### src/rtl/pipe_arb_pkg.sv
// rtl/pipe_arb_pkg.sv - shared types and widths for the pipeline memory-port arbiter
//
// Purpose: enums for transaction owner and FSM state, plus counter widths, used by
//          pipe_arb_pick and pipe_mem_arbiter.
package pipe_arb_pkg;

    typedef enum logic [1:0] {
        OWN_NONE = 2'd0,
        OWN_IF   = 2'd1,
        OWN_DM   = 2'd2
    } owner_e;

    typedef enum logic {
        ST_IDLE = 1'b0,
        ST_WAIT = 1'b1
    } state_e;

    // Latency down-counter width; holds MEM_LAT-1 for MEM_LAT in 1..15.
    localparam int LAT_W = 4;

    // Width of the optional DM-streak counter.
    localparam int STARVE_W = 4;

endpackage

### src/rtl/pipe_arb_pick.sv
// rtl/pipe_arb_pick.sv - winner selection between fetch and data-memory requests
//
// Purpose: picks which stage would win the memory port this cycle. Data memory beats
//          fetch (it belongs to the older instruction). With PIPE_ARB_STARVE_GUARD_EN
//          defined, a 4-bit counter tracks consecutive DM grants made while a fetch is
//          waiting; once it reaches STARVE_MAX the fetch is forced through.
//          Without the macro the selection is purely combinational (no flops).
// Ports:
//  clk      in   clock (counter only)
//  reset    in   asynchronous active-high reset
//  if_req   in   fetch request pending
//  dm_req   in   data request pending
//  if_gnt   in   fetch granted this cycle (feedback from the top)
//  dm_gnt   in   data granted this cycle (feedback from the top)
//  winner   out  OWN_IF / OWN_DM / OWN_NONE
module pipe_arb_pick
    import pipe_arb_pkg::*;
#(
    parameter int unsigned STARVE_MAX = 4
) (
    input  logic   clk,
    input  logic   reset,
    input  logic   if_req,
    input  logic   dm_req,
    input  logic   if_gnt,
    input  logic   dm_gnt,
    output owner_e winner
);

    logic force_if;

`ifdef PIPE_ARB_STARVE_GUARD_EN
    logic [STARVE_W-1:0] starve_cnt;

    // A streak only matters while fetch keeps asking; serving fetch or fetch
    // withdrawing both end the streak.
    always_ff @(posedge clk or posedge reset) begin
        if (reset) begin
            starve_cnt <= '0;
        end else if (if_gnt || !if_req) begin
            starve_cnt <= '0;
        end else if (dm_gnt) begin
            starve_cnt <= starve_cnt + 1'b1;
        end
    end

    assign force_if = if_req && (starve_cnt == STARVE_W'(STARVE_MAX));
`else
    // Strict DM priority: the counter inputs are intentionally unused.
    logic unused_pick;
    assign unused_pick = ^{clk, reset, if_gnt, dm_gnt, STARVE_MAX[0]};
    assign force_if    = 1'b0;
`endif

    always_comb begin
        winner = OWN_NONE;
        if (dm_req && !force_if) begin
            winner = OWN_DM;
        end else if (if_req) begin
            winner = OWN_IF;
        end
    end

endmodule

### src/rtl/pipe_mem_arbiter.sv
// rtl/pipe_mem_arbiter.sv - shares one fixed-latency memory port between IF and DM
//
// Purpose: one transaction in flight at a time. In IDLE a pending request is granted
//          combinationally in the same cycle (DM over IF), the memory strobe is issued,
//          and a down-counter loaded with MEM_LAT-1 times the response. The owner's
//          rvalid pulses with mem_rdata passed straight through at grant+MEM_LAT.
//          Optional feature macro: PIPE_ARB_STARVE_GUARD_EN (see pipe_arb_pick).
// Ports:
//  clk, reset                         clock, asynchronous active-high reset
//  if_req, if_addr                    fetch request (held until if_gnt)
//  if_gnt, if_rvalid, if_rdata        fetch grant pulse, data valid pulse, data
//  dm_req, dm_we, dm_addr, dm_wdata   data request (held until dm_gnt)
//  dm_gnt, dm_rvalid, dm_rdata        data grant pulse, completion pulse, read data
//  mem_en, mem_we, mem_addr,
//  mem_wdata, mem_rdata               memory port (rdata valid MEM_LAT after mem_en)
//  busy                               grant cycle through rvalid cycle inclusive
module pipe_mem_arbiter
    import pipe_arb_pkg::*;
#(
    parameter int unsigned AW         = 32,
    parameter int unsigned DW         = 32,
    parameter int unsigned MEM_LAT    = 2,
    parameter int unsigned STARVE_MAX = 4
) (
    input  logic          clk,
    input  logic          reset,
    input  logic          if_req,
    input  logic [AW-1:0] if_addr,
    output logic          if_gnt,
    output logic          if_rvalid,
    output logic [DW-1:0] if_rdata,
    input  logic          dm_req,
    input  logic          dm_we,
    input  logic [AW-1:0] dm_addr,
    input  logic [DW-1:0] dm_wdata,
    output logic          dm_gnt,
    output logic          dm_rvalid,
    output logic [DW-1:0] dm_rdata,
    output logic          mem_en,
    output logic          mem_we,
    output logic [AW-1:0] mem_addr,
    output logic [DW-1:0] mem_wdata,
    input  logic [DW-1:0] mem_rdata,
    output logic          busy
);

    state_e            state, state_n;
    owner_e            owner, owner_n;
    logic [LAT_W-1:0]  lat_cnt, lat_cnt_n;
    owner_e            winner;
    logic              grant;
    logic              done;

    pipe_arb_pick #(
        .STARVE_MAX (STARVE_MAX)
    ) u_pick (
        .clk    (clk),
        .reset  (reset),
        .if_req (if_req),
        .dm_req (dm_req),
        .if_gnt (if_gnt),
        .dm_gnt (dm_gnt),
        .winner (winner)
    );

    always_ff @(posedge clk or posedge reset) begin
        if (reset) begin
            state   <= ST_IDLE;
            owner   <= OWN_NONE;
            lat_cnt <= '0;
        end else begin
            state   <= state_n;
            owner   <= owner_n;
            lat_cnt <= lat_cnt_n;
        end
    end

    // Grant is gated by reset so that requests held high during reset see no
    // combinational grant leaking through the IDLE state.
    always_comb begin
        state_n   = state;
        owner_n   = owner;
        lat_cnt_n = lat_cnt;
        grant     = 1'b0;
        done      = 1'b0;
        case (state)
            ST_IDLE: begin
                if (!reset && (winner != OWN_NONE)) begin
                    grant     = 1'b1;
                    state_n   = ST_WAIT;
                    owner_n   = winner;
                    lat_cnt_n = LAT_W'(MEM_LAT - 1);
                end
            end
            ST_WAIT: begin
                if (lat_cnt == '0) begin
                    done    = 1'b1;
                    state_n = ST_IDLE;
                    owner_n = OWN_NONE;
                end else begin
                    lat_cnt_n = lat_cnt - 1'b1;
                end
            end
            default: begin
                state_n = ST_IDLE;
                owner_n = OWN_NONE;
            end
        endcase
    end

    always_comb begin
        if_gnt    = grant && (winner == OWN_IF);
        dm_gnt    = grant && (winner == OWN_DM);
        mem_en    = grant;
        mem_we    = dm_gnt && dm_we;
        mem_addr  = '0;
        mem_wdata = '0;
        if (if_gnt) begin
            mem_addr = if_addr;
        end else if (dm_gnt) begin
            mem_addr  = dm_addr;
            mem_wdata = dm_wdata;
        end
        if_rvalid = done && (owner == OWN_IF);
        dm_rvalid = done && (owner == OWN_DM);
        if_rdata  = if_rvalid ? mem_rdata : '0;
        dm_rdata  = dm_rvalid ? mem_rdata : '0;
        busy      = grant || (state == ST_WAIT);
    end

endmodule

### config.mk
export PLATFORM = sky130hd
export DESIGN_NAME = pipe_mem_arbiter
export DESIGN_NICKNAME = d
export VERILOG_FILES = /design/src/rtl/pipe_arb_pkg.sv /design/src/rtl/pipe_arb_pick.sv /design/src/rtl/pipe_mem_arbiter.sv
export SDC_FILE = /design/constraint.sdc
export NUM_CORES = 1
export LEC_CHECK = 0
export ABC_CLOCK_PERIOD_IN_PS = 1990
export CAP_MARGIN = 5
export CORE_AREA = 3 3 104 106
export DETAILED_ROUTE_END_ITERATION = 10
export DIE_AREA = 0 0 107 109
export PLACE_DENSITY_LB_ADDON = 0.15
export SYNTH_ARGS = -nofsm -noshare
export SYNTH_HDL_FRONTEND = slang
export SYNTH_HIERARCHICAL = 1
export SYNTH_SLANG_ARGS = --single-unit
### constraint.sdc
create_clock -name clk -period 1.99 [get_ports clk]
set_input_delay 0.2985 -clock clk [delete_from_list [all_inputs] [get_ports clk]]
set_output_delay 0.2985 -clock clk [all_outputs]
set_load 0.01 [all_outputs]
run_1/class_map.png
Bar = 20 µm.
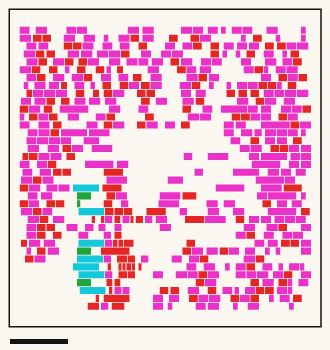
Cyan stands for registers, cells 7. Magenta stands for remaining buffers and delay cells, cells 317. Green stands for clock drivers and dummy loads, cells 4. Red stands for remaining logic cells, cells 166.
placeable core region: 0.00986 mm²
row count: 36

run_1/port_trees.png
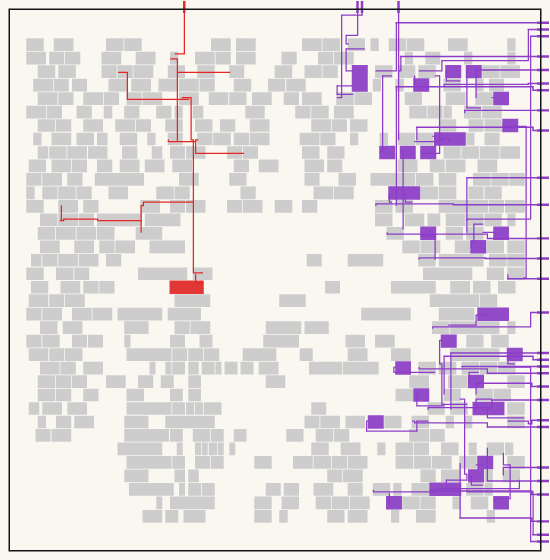
Red stands for `if_rvalid`, direction output, end cells 1, buffers 3, wire 157 µm. Purple stands for `if_addr`, direction input, end cells 32, buffers 32, wire 1,120 µm.
quantity of I/O buffers inserted on ports: 267
Top Ports: 268

==> flow_metrics.py, run 1 <==
# Physical implementation metrics
metrics = {
    "sta": {
        "timing_hold_violations_final": 0,
        "fin_tns_setup_ns": -4.31,
        "peak_freq_mhz": 474,
        "setup_repair_after_global_routing_missed_its_margin": "yes",
        "setup_viol_count_final": 107,
        "time_the_final_worst_path_needs_with_i_o_delays_and_setup_ns": 2.11,
        "worst_slack_ns": -0.119,
        "worst_slew_pin_slew_ns": 0.452,
        "finalCritPeriodShare": 1.06,
    },
    "routing": {
        "post_drt_via_cell_ratio": 4.28,
        "drt-initial-drc-count": 101,
        "postRouteAntennaNets": 0,
        "detail_route.first_pass.iterations": 4,
        "drc": 0,
    },
    "floorplanning": {
        "effective_utilization_at_floorplan": 0.147,
        "die-height_um": 109,
        "die_area_mm2": 0.0117,
        "die.size.x_um": 107,
    },
    "grt": {
        "grt_first_pass_wirelength_um": 16200,
        "grt_max_degree": 18,
        "grt_antenna_before_repair": 1,
        "grt_overflow": 0,
    },
    "synthesis": {
        "ff_type": "sky130_fd_sc_hd__dfrtp_1",
        "top_area_cell": "sky130_fd_sc_hd__and2_1",
        "top_cells_by_area_synth": "sky130_fd_sc_hd__and2_1, sky130_fd_sc_hd__a22o_1, sky130_fd_sc_hd__dfrtp_1, sky130_fd_sc_hd__buf_2, sky130_fd_sc_hd__nor3b_2",
        "syn-num-nets": 326,
        "yosysTopAreaCellShare": 0.419,
        "synth-cells-yosys": 191,
        "synth.distinct_cells": 28,
        "synth_flop_count": 7,
        "synth_chip_area_mm2": 0.00145,
        "seq_area_frac_synth": 0.121,
        "syn_avg_cell_area_um2": 7.59,
        "synth_cells": 191,
        "yosysMostFrequentCell": "sky130_fd_sc_hd__and2_1",
        "yosysWarnings": 6,
        "netlist_area_mm2": 0.00145,
    },
    "clock_tree": {
        "numCtsBuffers": 3,
        "clock_sink_total": 7,
        "clock_tree_from_tritoncts": "yes",
        "clock_latency_ns": 0.22,
        "max-clock-path-buffers": 2,
        "clk_transition_reported_paths_ns": 0.04,
        "number_of_buffers_added_to_fix_hold_violations_after_cts": 0,
        "cts_repair_resize_count": 639,
        "number_of_levels_the_h_tree_was_split_into": 1,
        "cts.repair_timing.setup_buffer_count": 14,
    },
    "finish": {
        "regArea_um2": 175,
        "combGateArea_mm2": 0.00144,
        "fin_nets": 630,
        "final_layout_size_suffix_gt1_frac": 0.591,
        "core_occupancy_in_the_finished_layout": 0.532,
        "final_cells": 628,
        "fillerInstances": 925,
    },
    "pwr": {
        "p_leak_nw": 2.46,
        "vdd_drop_max_mv": 0.265,
        "pwr_density_cell_mw_per_mm2": 382,
        "total_design_power_mw": 2.01,
    },
    "place": {
        "numPlacedInstances": 592,
        "detailedPlacementHpwl_um": 8360,
        "placed_cell_area_mm2": 0.00438,
        "place_ws_ns": -0.695,
    },
    "critical_path": {
        "timing_worst_setup_path_type": "reg2out",
        "path_max_fanout": 8,
        "startpoint_type": "register",
        "worst_r2r_startpoint": "lat_cnt[0]$_DFFE_PP0P_",
        "timing.critical_path.arrival_ns": 1.81,
        "critical_path.reg2reg.endpoint": "lat_cnt[0]$_DFFE_PP0P_",
        "timing.critical_path.to_type": "output pin",
    },
    "flow_run": {
        "warnings": 29,
        "max-cap-violations": 0,
    },
    "status": {
        "outcome": "finished with violations",
        "failed_checks": "setup timing",
    },
    "min_path": {
        "min-delay-path-class": "in2async",
    },
}
run_1/sizing.png
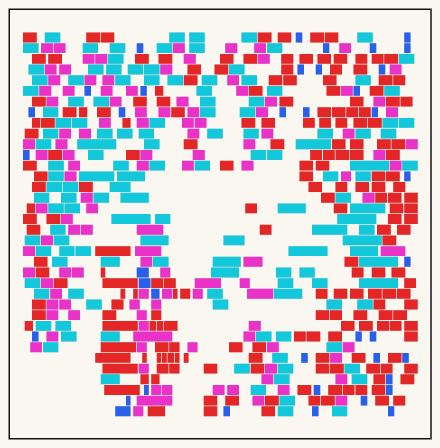
Red stands for x1 and smaller, cells 202, share 41%. Cyan stands for x6 and larger, cells 137, share 28%. Magenta stands for x3 and x4, cells 116, share 23%. Blue stands for x2, cells 39, share 7.9%.
final critical-path setup slack: -0.119 ns
number of ordinary and repair buffers in the finished layout: 317
Final Instance Area: 0.00525 mm²
area delta synth->final: 262%

run_1/route_heat.png
Bar = 20 µm. The die is cut into 21 by 22 equal tiles; dark purple is low, yellow is high, scaled to the fullest tile. Values are wire area over tile area, all layers added.
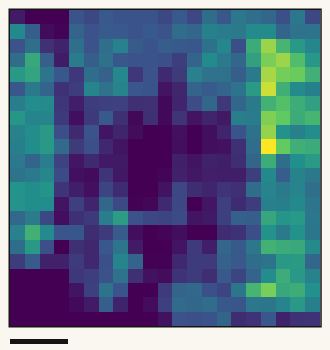
The mean over all tiles is 0.17. The densest ninth of the die: upper right. 13% of the tiles are over half the peak. 12% of the tiles are nearly empty.
all-layer global routing usage: 0.178
via count: 2,687
total routed wirelength: 11,900 µm
routed wirelength normalized by instance count: 19.0 µm

## run 1: power breakdown
| group | switching, mW | internal (mW) |
|---|---|---|
| combinational | 0.573 | 0.983 |
| sequential | 0.0474 | 0.211 |
| clock | 0.0552 | 0.138 |
| total | 0.675 | 1.33 |
## run 1: cell type report
| class | instances | share of cell area |
|---|---|---|
| inverters | 6 | 0.00429 |
| repair buffers | 317 | 0.647 |
| well taps | 133 | 0.0317 |
| clock buffers | 4 | 0.00859 |
| flip-flops and latches | 7 | 0.0334 |
| diodes | 1 | 0.000477 |
| multi-input cells | 160 | 0.275 |
## run 1: per-layer routing
metal	wire, µm	GRT usage
met5	0	0
met4	202	0.0365
met3	1270	0.0610
met2	6690	0.359
met1	3750	0.175
## run 1: flip-flops by register name, summed over array words and instances (netlist names)
signal and cells:
lat_cnt 4, owner 2, state 1
## run 1: worst max-delay path: stages (launching register included)
cell and delay (ns):
sky130_fd_sc_hd__dfrtp_1 0.38, sky130_fd_sc_hd__inv_2 0.08, sky130_fd_sc_hd__ha_4 0.15, sky130_fd_sc_hd__nand4bb_4 0.15
sky130_fd_sc_hd__nor3b_4 0.20, sky130_fd_sc_hd__buf_6 0.15, sky130_fd_sc_hd__buf_12 0.12, sky130_fd_sc_hd__buf_16 0.11
sky130_fd_sc_hd__and2_4 0.13, sky130_fd_sc_hd__buf_6 0.09
## run 1: cell families after synthesis
family                     count (synthesis)  synth area share
and+or+nand+nor                          113             0.516
AOI/OAI and AO/OA                         43             0.247
buffers and inverters                     24            0.0838
DFF                                        7             0.121
muxes                                      2            0.0147
adders and majority gates                  2            0.0173
## run 1: how the worst max path moves through the flow
stage                        end                    from  depth (start not counted)
finish              dm_rdata[18]  lat_cnt[0]$_DFFE_PP0P_                          9
global route        if_rdata[27]  lat_cnt[0]$_DFFE_PP0P_                          9
CTS                 mem_addr[30]         state$_DFF_PP0_                          8
detailed placement   mem_addr[1]                   reset                          7
global placement     mem_addr[1]                   reset                          7
floorplan           if_rdata[10]  lat_cnt[0]$_DFFE_PP0P_                          6
## run 1: layout by cell type (no fill, tap or decap), types with 2 or more instances in the layout
master / n
sky130_fd_sc_hd__a211oi_1: 2
sky130_fd_sc_hd__and2_1: 6
sky130_fd_sc_hd__a31o_2: 2
sky130_fd_sc_hd__a22o_1: 31
sky130_fd_sc_hd__clkdlybuf4s50_1: 130
sky130_fd_sc_hd__buf_8: 2
sky130_fd_sc_hd__dlygate4sd2_1: 3
sky130_fd_sc_hd__buf_12: 8
sky130_fd_sc_hd__o21bai_1: 2
sky130_fd_sc_hd__and2_4: 91
sky130_fd_sc_hd__buf_2: 32
sky130_fd_sc_hd__buf_16: 8
sky130_fd_sc_hd__dfrtp_1: 7
sky130_fd_sc_hd__inv_2: 2
sky130_fd_sc_hd__clkbuf_16: 4
sky130_fd_sc_hd__inv_1: 4
sky130_fd_sc_hd__buf_6: 112
sky130_fd_sc_hd__o21ai_0: 2
sky130_fd_sc_hd__nor3b_4: 4
sky130_fd_sc_hd__nor4b_1: 2
sky130_fd_sc_hd__clkbuf_8: 3
sky130_fd_sc_hd__buf_4: 16
sky130_fd_sc_hd__nand2_1: 3
## Run 2: what changed since run 1
--- a/config.mk
+++ b/config.mk
@@ -5,11 +5,11 @@
 export SDC_FILE = /design/constraint.sdc
 export NUM_CORES = 1
 export LEC_CHECK = 0
-export ABC_CLOCK_PERIOD_IN_PS = 1990
+export ABC_CLOCK_PERIOD_IN_PS = 1800
 export CAP_MARGIN = 5
-export CORE_AREA = 3 3 104 106
+export CORE_AREA = 3 3 103 105
 export DETAILED_ROUTE_END_ITERATION = 10
-export DIE_AREA = 0 0 107 109
+export DIE_AREA = 0 0 106 108
 export PLACE_DENSITY_LB_ADDON = 0.15
 export SYNTH_ARGS = -nofsm -noshare
 export SYNTH_HDL_FRONTEND = slang
==> constraint.sdc (replaced) <==
create_clock -name clk -period 1.8 [get_ports clk]
set_input_delay 0.27 -clock clk [delete_from_list [all_inputs] [get_ports clk]]
set_output_delay 0.27 -clock clk [all_outputs]
set_load 0.01 [all_outputs]
run_2/congestion_map.png
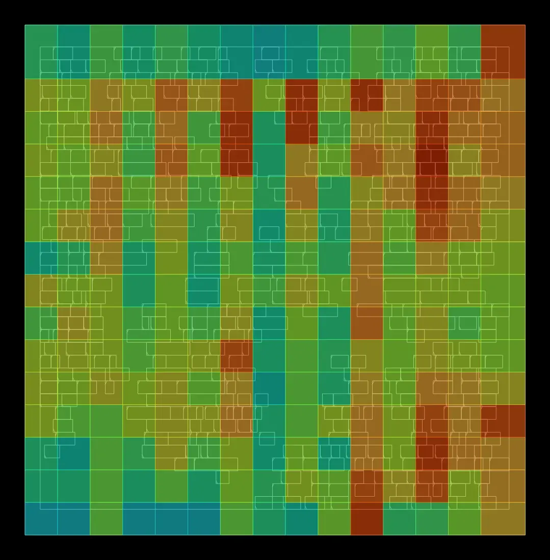
met1 capacity usage during global routing: 0.206
met2 capacity usage during global routing: 0.383
GR peak layer: met2

==> run 2 against run 1 <==
The flow still finishes with violations (setup timing). Via count grew 0.26%. Cell area grew 1.8%. Flip-flop count unchanged. Critical path type unchanged. Highest routed layer unchanged.
==> flow_metrics.py, run 2 <==
# Physical implementation metrics
metrics = {
    "floorplanning": {
        "ios": 268,
        "die-height_um": 108,
        "core_area_mm2": 0.00973,
        "effective_utilization_at_floorplan": 0.149,
        "die_area_mm2": 0.0114,
        "fp-row-count": 36,
    },
    "synthesis": {
        "synth_flop_count": 7,
        "synth_cells": 191,
        "top_area_cell": "sky130_fd_sc_hd__and2_1",
        "netlist_area_mm2": 0.00145,
        "yosysTopAreaCellShare": 0.419,
        "synth.distinct_cells": 28,
        "seq_area_frac_synth": 0.121,
        "ff_type": "sky130_fd_sc_hd__dfrtp_1",
        "syn-num-nets": 326,
        "synth-cells-yosys": 191,
        "synth_chip_area_mm2": 0.00145,
        "syn_avg_cell_area_um2": 7.59,
        "yosysWarnings": 6,
        "yosysMostFrequentCell": "sky130_fd_sc_hd__and2_1",
        "top_cells_by_area_synth": "sky130_fd_sc_hd__and2_1, sky130_fd_sc_hd__a22o_1, sky130_fd_sc_hd__dfrtp_1, sky130_fd_sc_hd__buf_2, sky130_fd_sc_hd__nor3b_2",
    },
    "grt": {
        "grt_first_pass_wirelength_um": 17000,
        "grt_overflow": 0,
        "grt_max_degree": 18,
        "grt_antenna_before_repair": 0,
    },
    "finish": {
        "insertedDiodeCount": 0,
        "regs_by_ff_count": "lat_cnt: 4 flops, owner: 2 flops, state: 1 flops",
        "commonest_cells_after_routing_fill_and_taps_aside": "sky130_fd_sc_hd__clkdlybuf4s50_1, sky130_fd_sc_hd__buf_6, sky130_fd_sc_hd__and2_4, sky130_fd_sc_hd__buf_2, sky130_fd_sc_hd__a22o_1",
        "final_layout_size_suffix_gt1_frac": 0.576,
        "flow.area_growth_from_synthesis_pct": 269,
        "final_layout_top_logic_cell": "sky130_fd_sc_hd__clkdlybuf4s50_1",
        "number_of_flip_flops_under_the_largest_register_name": 4,
        "fin_nets": 638,
    },
    "critical_path": {
        "timing.critical_path.to_type": "output pin",
        "timing_worst_setup_path_type": "reg2out",
        "path_max_fanout": 7,
        "critPathSlowestCell": "sky130_fd_sc_hd__dfrtp_1",
        "timing.critical_path.arrival_ns": 1.81,
        "startpoint_type": "register",
        "critical_path.reg2reg.endpoint": "lat_cnt[0]$_DFFE_PP0P_",
        "critical_path_cell_sequence": "or2_4 -> nor3b_4 -> buf_6 -> buf_12 -> buf_16 -> buf_12 -> and2_4 -> buf_6",
    },
    "flow_run": {
        "max-cap-violations": 0,
    },
    "status": {
        "outcome": "finished with violations",
        "failed_checks": "setup timing",
    },
    "clock_tree": {
        "clk_transition_reported_paths_ns": 0.04,
        "clock_sink_total": 7,
        "number_of_buffers_added_to_fix_hold_violations_after_cts": 0,
        "clock_latency_ns": 0.22,
        "number_of_levels_the_h_tree_was_split_into": 1,
        "clock_tree_from_tritoncts": "yes",
        "max-clock-path-buffers": 2,
    },
    "place": {
        "detailedPlacementHpwl_um": 8450,
        "place_ws_ns": -0.822,
        "place_congestion": 0.771,
        "quantity_of_i_o_buffers_inserted_on_ports": 267,
    },
    "routing": {
        "post_drt_via_cell_ratio": 4.24,
        "detail_route.first_pass.iterations": 4,
        "postRouteAntennaNets": 0,
        "drt-initial-drc-count": 107,
    },
    "sta": {
        "worst_slack_ns": -0.275,
        "setup_viol_count_final": 132,
        "setup_repair_after_global_routing_missed_its_margin": "yes",
        "timing_hold_violations_final": 0,
        "time_the_final_worst_path_needs_with_i_o_delays_and_setup_ns": 2.08,
        "finalMaxSlewViolations": 0,
        "finalCritPeriodShare": 1.15,
    },
    "pwr": {
        "pwr_density_cell_mw_per_mm2": 425,
        "vdd_drop_max_mv": 0.268,
        "p_leak_nw": 2.51,
    },
    "min_path": {
        "min-delay-path-class": "in2async",
    },
}
run_2/route_heat.png
Bar = 20 µm. The die is cut into 21 by 22 equal tiles; dark purple is low, yellow is high, scaled to the fullest tile. Values are wire area over tile area, all layers added.
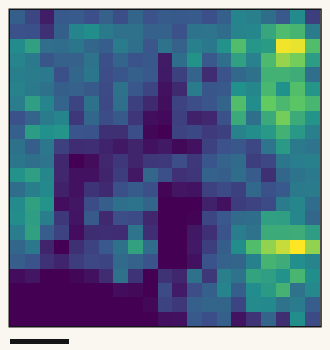
The emptiest ninth of the die: lower left. 10% of the tiles are nearly empty. The mean over all tiles is 0.17. 14% of the tiles are over half the peak. The densest ninth of the die: upper right.
routed wirelength normalized by instance count: 19.0 µm
via count: 2,694
total routed wirelength: 12,100 µm
all-layer global routing usage: 0.192

-- run 2: cell counts after synthesis --
Identical to the previous run, type by type.
-- run 2: worst max path at each step --
stage,to,slack (ns),start,cells past startpoint
after detailed placement,mem_addr[2],-0.82,reset,6
final,mem_wdata[2],-0.28,state$_DFF_PP0_,8
after floorplan,if_rdata[10],0.03,lat_cnt[0]$_DFFE_PP0P_,6
after CTS,mem_addr[10],-0.32,state$_DFF_PP0_,8
after global placement,mem_addr[8],-0.80,reset,6
after global routing,mem_wdata[15],-0.34,state$_DFF_PP0_,8
-- run 2: cell families (layout without fill, tap and decap cells) --
logic type,Yosys count,count (layout),share of synthesized area
AOI/OAI and AO/OA,43,43,0.247
DFF,7,7,0.121
adders and majority gates,2,2,0.0173
and+or+nand+nor,113,113,0.516
muxes,2,2,0.0147
buffers and inverters,24,335,0.0838
-- run 2: where the power goes --
part / total (mW) / switching, mW / internal [mW]
Clock: 0.211 / 0.0590 / 0.152
Sequential: 0.284 / 0.0510 / 0.233
Combinational: 1.78 / 0.644 / 1.13
-- run 2: timing repair --
item	CTS	global route
pin swaps	49	67
cloned	13	5
gates resized	651	110
buffers inserted	20	6
endpoints found under the setup margin	135	133
-- run 2: final cells by class --
class | count | area (µm²)
multi-input combinational | 160 | 1410
tap | 133 | 166
sequential | 7 | 175
inverter | 6 | 22.5
fill | 870 | 4390
timing repair buffer | 325 | 3530
clock buffer | 4 | 45.0
-- run 2: worst max-delay path: cells and delay by family, from the launching register on --
family	cells	cell delay, ns
AND/OR/NAND/NOR	3	0.63
buffers and inverters	5	0.58
flip-flops	1	0.37
-- run 2: routing by layer --
metal	share of wire	GRT usage	vias to the layer above	routed length (µm)
met5	0	0	-	0
met4	0.0033	0.0259	0	40
met3	0.084	0.0525	4	1020
met2	0.55	0.383	143	6680
met1	0.36	0.206	1265	4340
li1	-	-	1282	-
-- run 2: stage by stage --
step,std cells,util,area [µm²],total power [mW],setup TNS [ns]
6_report,635,0.549,5340,2.27,-27.83
5_1_grt,635,0.549,5340,2.43,-37.83
4_1_cts,629,0.497,4830,2.14,-28.99
3_5_place_dp,592,0.452,4390,1.64,-81.72
2_1_floorplan,191,-,1450,0.797,0
3_3_place_gp,592,0.452,4390,1.63,-79.46
Power figures rest on the tool's default switching activity, not on a simulated workload.
